==> run_1/congestion.png <==
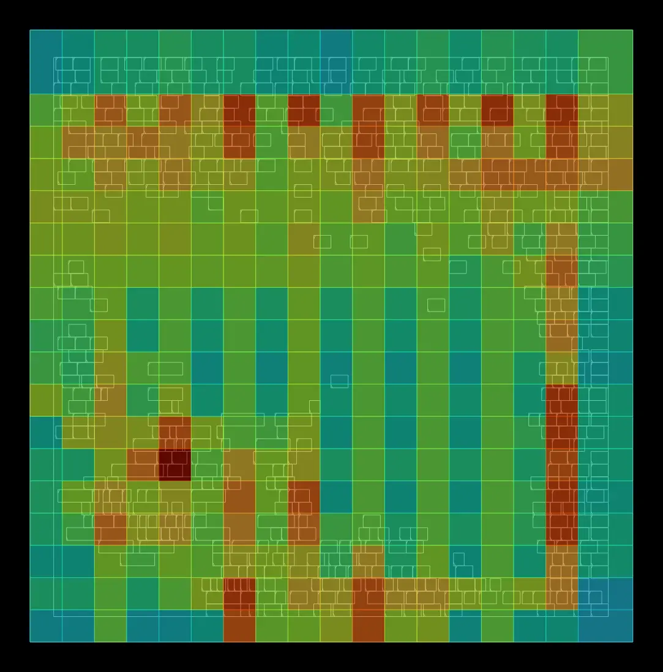
==> run_1/cell_density.png <==
13 x 13 tiles, from white (low) to dark blue (high), 0 to 100% covered.
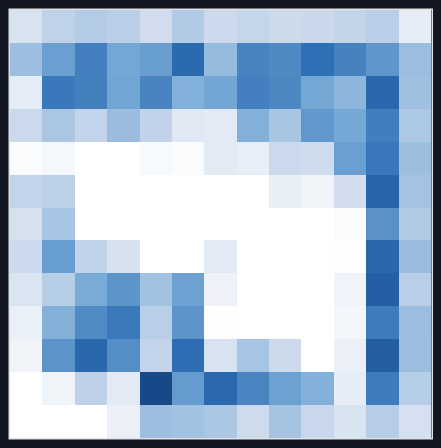
==> run_1/layer_met2.png <==
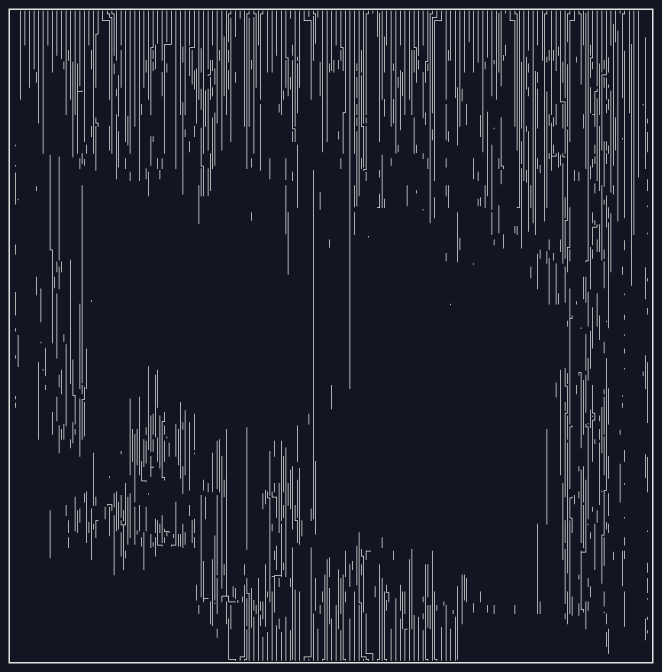
### src/rtl/ram_wb_arbiter.sv
// Two-master, one-slave Wishbone B4 pipelined arbiter with round-robin locked grant,
// outstanding-request tracking, response routing to the owner and a no-response watchdog.
module ram_wb_arbiter #(
    parameter int MAX_OUTSTANDING = 4,
    parameter int TIMEOUT         = 255
) (
    input  logic        clk_bus,
    input  logic        rst_bus,
    input  logic        m0_cyc_i,
    input  logic        m0_stb_i,
    input  logic        m0_we_i,
    input  logic [31:0] m0_adr_i,
    input  logic [31:0] m0_dat_i,
    input  logic [3:0]  m0_sel_i,
    output logic [31:0] m0_dat_o,
    output logic        m0_ack_o,
    output logic        m0_err_o,
    output logic        m0_rty_o,
    output logic        m0_stall_o,
    input  logic        m1_cyc_i,
    input  logic        m1_stb_i,
    input  logic        m1_we_i,
    input  logic [31:0] m1_adr_i,
    input  logic [31:0] m1_dat_i,
    input  logic [3:0]  m1_sel_i,
    output logic [31:0] m1_dat_o,
    output logic        m1_ack_o,
    output logic        m1_err_o,
    output logic        m1_rty_o,
    output logic        m1_stall_o,
    output logic        s_cyc_o,
    output logic        s_stb_o,
    output logic        s_we_o,
    output logic [31:0] s_adr_o,
    output logic [31:0] s_dat_o,
    output logic [3:0]  s_sel_o,
    input  logic [31:0] s_dat_i,
    input  logic        s_ack_i,
    input  logic        s_err_i,
    input  logic        s_rty_i,
    input  logic        s_stall_i,
    output logic        busy_o
);

    localparam int OW = $clog2(MAX_OUTSTANDING) + 1;
    localparam int WW = ($clog2(TIMEOUT) > 8) ? $clog2(TIMEOUT) : 8;
    localparam logic [OW-1:0] OUT_MAX    = OW'(MAX_OUTSTANDING);
    localparam logic [WW-1:0] WDOG_LIMIT = WW'(TIMEOUT - 1);

    typedef enum logic [1:0] {IDLE, GRANT0, GRANT1} state_t;

    state_t        state_q, state_d;
    logic          last_q, last_d;
    logic [OW-1:0] outstanding_q, outstanding_d;
    logic [WW-1:0] wdog_q, wdog_d;

    logic        granted, owner_is1, owner_cyc, owner_stb, other_cyc;
    logic        cap_ok, pending, resp_valid, accept, abort;
    logic        owner_stall, owner_ack, owner_err, owner_rty;
    logic [31:0] owner_dat;

    always_ff @(posedge clk_bus) begin
        if (rst_bus) begin
            state_q       <= IDLE;
            last_q        <= 1'b1;
            outstanding_q <= '0;
            wdog_q        <= '0;
        end else begin
            state_q       <= state_d;
            last_q        <= last_d;
            outstanding_q <= outstanding_d;
            wdog_q        <= wdog_d;
        end
    end

    // Datapath: the owner's request goes to the slave, slave responses go straight back.
    always_comb begin
        granted    = (state_q != IDLE);
        owner_is1  = (state_q == GRANT1);
        owner_cyc  = owner_is1 ? m1_cyc_i : m0_cyc_i;
        owner_stb  = owner_is1 ? m1_stb_i : m0_stb_i;
        other_cyc  = owner_is1 ? m0_cyc_i : m1_cyc_i;
        cap_ok     = (outstanding_q < OUT_MAX);
        pending    = (outstanding_q != '0);
        abort      = granted & owner_cyc & pending & (wdog_q == WDOG_LIMIT);
        resp_valid = granted & owner_cyc & pending & (s_ack_i | s_err_i | s_rty_i);

        s_cyc_o = granted & owner_cyc & ~abort;
        s_stb_o = granted & owner_cyc & owner_stb & cap_ok & ~abort;
        s_we_o  = 1'b0;
        s_adr_o = '0;
        s_dat_o = '0;
        s_sel_o = '0;
        if (granted) begin
            s_we_o  = owner_is1 ? m1_we_i  : m0_we_i;
            s_adr_o = owner_is1 ? m1_adr_i : m0_adr_i;
            s_dat_o = owner_is1 ? m1_dat_i : m0_dat_i;
            s_sel_o = owner_is1 ? m1_sel_i : m0_sel_i;
        end
        accept = s_stb_o & ~s_stall_i;

        // Stall during an abort too, so the owner never believes a dropped strobe was taken.
        owner_stall = s_stall_i | ~cap_ok | abort;
        owner_ack   = s_ack_i & resp_valid & ~abort;
        owner_err   = (s_err_i & resp_valid) | abort;
        owner_rty   = s_rty_i & resp_valid & ~abort;
        owner_dat   = owner_cyc ? s_dat_i : '0;

        m0_stall_o = 1'b1;
        m0_ack_o   = 1'b0;
        m0_err_o   = 1'b0;
        m0_rty_o   = 1'b0;
        m0_dat_o   = '0;
        m1_stall_o = 1'b1;
        m1_ack_o   = 1'b0;
        m1_err_o   = 1'b0;
        m1_rty_o   = 1'b0;
        m1_dat_o   = '0;
        if (state_q == GRANT0) begin
            m0_stall_o = owner_stall;
            m0_ack_o   = owner_ack;
            m0_err_o   = owner_err;
            m0_rty_o   = owner_rty;
            m0_dat_o   = owner_dat;
        end else if (state_q == GRANT1) begin
            m1_stall_o = owner_stall;
            m1_ack_o   = owner_ack;
            m1_err_o   = owner_err;
            m1_rty_o   = owner_rty;
            m1_dat_o   = owner_dat;
        end
        busy_o = granted;
    end

    always_comb begin
        state_d       = state_q;
        last_d        = last_q;
        outstanding_d = outstanding_q;
        wdog_d        = wdog_q;
        case (state_q)
            IDLE: begin
                outstanding_d = '0;
                wdog_d        = '0;
                if (m0_cyc_i && m1_cyc_i) begin
                    state_d = last_q ? GRANT0 : GRANT1;
                end else if (m0_cyc_i) begin
                    state_d = GRANT0;
                end else if (m1_cyc_i) begin
                    state_d = GRANT1;
                end
            end
            default: begin
                if (!owner_cyc) begin
                    // Release hands over directly when the other master is already waiting.
                    outstanding_d = '0;
                    wdog_d        = '0;
                    last_d        = owner_is1;
                    if (other_cyc) begin
                        state_d = owner_is1 ? GRANT0 : GRANT1;
                    end else begin
                        state_d = IDLE;
                    end
                end else if (abort) begin
                    outstanding_d = '0;
                    wdog_d        = '0;
                end else begin
                    case ({accept, resp_valid})
                        2'b10:   outstanding_d = outstanding_q + 1'b1;
                        2'b01:   outstanding_d = outstanding_q - 1'b1;
                        default: outstanding_d = outstanding_q;
                    endcase
                    if (accept || resp_valid || !pending) begin
                        wdog_d = '0;
                    end else begin
                        wdog_d = wdog_q + 1'b1;
                    end
                end
            end
        endcase
    end

endmodule
### config.mk
export PLATFORM = sky130hd
export DESIGN_NAME = ram_wb_arbiter
export DESIGN_NICKNAME = d
export VERILOG_FILES = /design/src/rtl/ram_wb_arbiter.sv
export SDC_FILE = /design/constraint.sdc
export NUM_CORES = 1
export LEC_CHECK = 0
export CAP_MARGIN = 20
export CORE_AREA = 5 5 124 126
export DETAILED_ROUTE_END_ITERATION = 16
export DIE_AREA = 0 0 129 131
export HOLD_SLACK_MARGIN = 0.05
export PLACE_DENSITY = 0.67
export SYNTH_ARGS = -nofsm -noshare
export SYNTH_HDL_FRONTEND = slang
export SYNTH_SLANG_ARGS = --single-unit
### constraint.sdc
create_clock -name clk_bus -period 7.7 [get_ports clk_bus]
set_clock_uncertainty 0.05 [all_clocks]
set_input_delay 0.77 -clock clk_bus [delete_from_list [all_inputs] [get_ports clk_bus]]
set_output_delay 0.77 -clock clk_bus [all_outputs]
set_load 0.05 [all_outputs]
==> results.txt, run 1 <==
Comb area leader: AND-OR/OR-AND gates
DR pass1 iterations: 4
Inserted Diodes: 0
Chip width: 129 um
Share of layout cells above drive strength 1: 2.31%
CP Capture Point: m1_stall_o
Tap cells: 184
Outcome: finished, final reports clean
Cell type with the largest total area: a22o_1
Maximum fanout along the worst path: 37
Flop count: 14
Detailed-route DRC error count: 0
First-pass GRT wire length: 19.6 mm
Setup crit start kind: input pin
Netlist Area Pre-Place: 0.00195 mm2
Final max-slew violation count: 0
DRT met1 WL: 5.52 mm
Initial antenna violation count: 0
Nets: 750
Non-CTS inverters: 7
Longest Clk Path Bufs: 2
Non-filler cells, final: 747
YS chip area: 0.00195 mm2
Initial DRC Count: 122
Fmax: 0.217 GHz
DR top layer: met4
Sequential power: 75.0 uW
Flops & latches, synth: 14
Hold Path Depth: 1
Setup violators final: 0
CTS Hold Buffers Added: 0
Hold EP: wdog_q[0]$_SDFF_PP0_
Crit. path cell count: 5
-- congestion.png (at the start) --
met2 usage: 24.1%
busiest layer in global routing: met2
wire per inst: 19.9 um
final core occ: 38.3%

-- cell_density.png (at the start) --
- densest ninth of the die: north-east
- fullest tile: 90%
- mean over tiles: 31%
- emptiest ninth of the die: centre
fp util: 13.8%
core area: 0.0142 mm2

-- layer_met2.png (at the start) --
- nets with wire on the layer: 659
- main direction: vertical
via count: 3270
Post-Route WL: 14.9 mm

==> run_1/wires.png <==
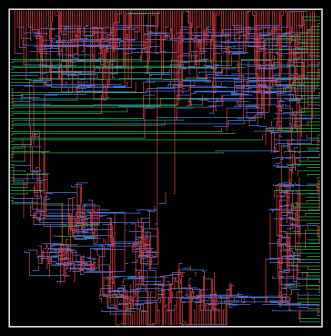

==> run 2, diff against run 1 <==
CORE_AREA = 5 5 121 123   (was 5 5 124 126)
DIE_AREA = 0 0 126 128   (was 0 0 129 131)
PLACE_DENSITY = 0.72   (was 0.67)
clock period = 3.7 ns   (was 7.7 ns; I/O delays follow)
==> run_2/wires.png <==
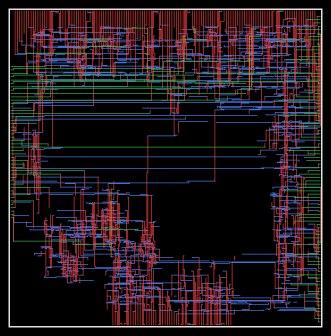
- green: metal 3 (wire length 1810 um)
- red: metal 2 (wire length 6820 um)
- blue: metal 1 (wire length 5900 um)
- orange: metal 4 (wire length 115 um)
via count: 3322
Post-Route WL: 14.6 mm

==> run 2 against run 1 <==
- flip-flop count did not move
- design area rose by 0.18%
- critical path depth fell by 1
- critical endpoint is now m0_dat_o[29]
==> results.txt, run 2 <==
DRT met1 WL: 5.90 mm (was 5.52 mm)
Maximum fanout along the worst path: 29 (was 37)
Non-filler cells, final: 745 (was 747)
Yosys warns: 0 (unchanged)
Initial DRC Count: 152 (was 122)
Setup crit start kind: flop (was input pin)
Core area: 0.0136 mm2 (was 0.0142 mm2)
YS chip area: 0.00195 mm2 (unchanged)
Wire per inst: 19.7 um (was 19.9 um)
Final core occ: 40.2% (was 38.3%)
Netlist Area Pre-Place: 0.00195 mm2 (unchanged)
CP Capture Point: m0_dat_o[29] (was m1_stall_o)
Setup TNS: 0 ps (unchanged)
Busiest layer in global routing: met2 (unchanged)
Biggest register: wdog_q (unchanged)
Sequential power: 159 uW (was 75.0 uW)
Nets: 752 (was 750)
Fp util: 14.4% (was 13.8%)
Outcome: finished, final reports clean (unchanged)
Worst R2R End: outstanding_q[2]$_SDFFE_PP0P_ (was outstanding_q[1]$_SDFFE_PP0P_)
Detailed-route DRC error count: 0 (unchanged)
GPL Wtd Cong: 0.895 (was 0.898)
Setup violators final: 0 (unchanged)
Share of layout cells above drive strength 1: 4.78% (was 2.31%)
CTS Hold Buffers Added: 0 (unchanged)
Synth Flop Type: dfxtp_1 (unchanged)
Cell type with the largest total area: a22o_1 (unchanged)
Initial antenna violation count: 0 (unchanged)
Crit Path Class: reg -> out (was in -> out)
DR pass1 iterations: 4 (unchanged)
Setup WS pre-CTS: 474 ps (was 3030 ps)
Fmax: 0.310 GHz
First-pass GRT wire length: 20.5 mm (was 19.6 mm)
DR top layer: met4 (unchanged)
Non-CTS inverters: 7 (unchanged)
Final max-slew violation count: 0 (unchanged)
Longest Clk Path Bufs: 2 (unchanged)
Inserted Diodes: 0 (unchanged)
Tap cells: 180 (was 184)
Cell Type Count: 39 (unchanged)
Comb area leader: AND-OR/OR-AND gates (unchanged)
Layout overhead on the synthesized area: 179% (was 178%)
Flops & latches, synth: 14 (unchanged)
Crit. path cell count: 4 (was 5)
Flop count: 14 (unchanged)
Slowest-stage cell, CP: nor2b_2 (was clkdlybuf4s50_1)
Chip width: 126 um (was 129 um)
Hold Path Depth: 1 (unchanged)
==> run_2/layer_met2.png <==
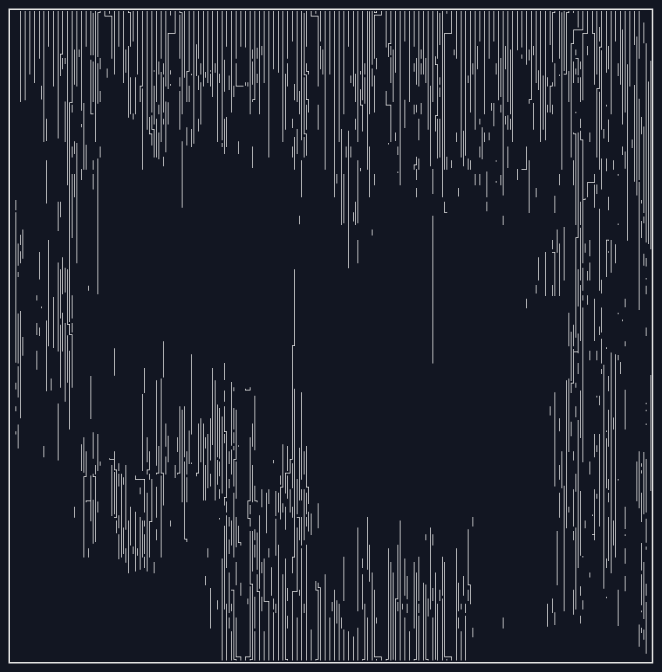
- longest straight run: 43.9 um
- share of all routed wire: 47%
- wire length on this layer: 6820 um
- nets with wire on the layer: 671
- main direction: vertical
met2 usage: 26.3%

Power figures rest on the tool's default switching activity, not on a simulated workload.
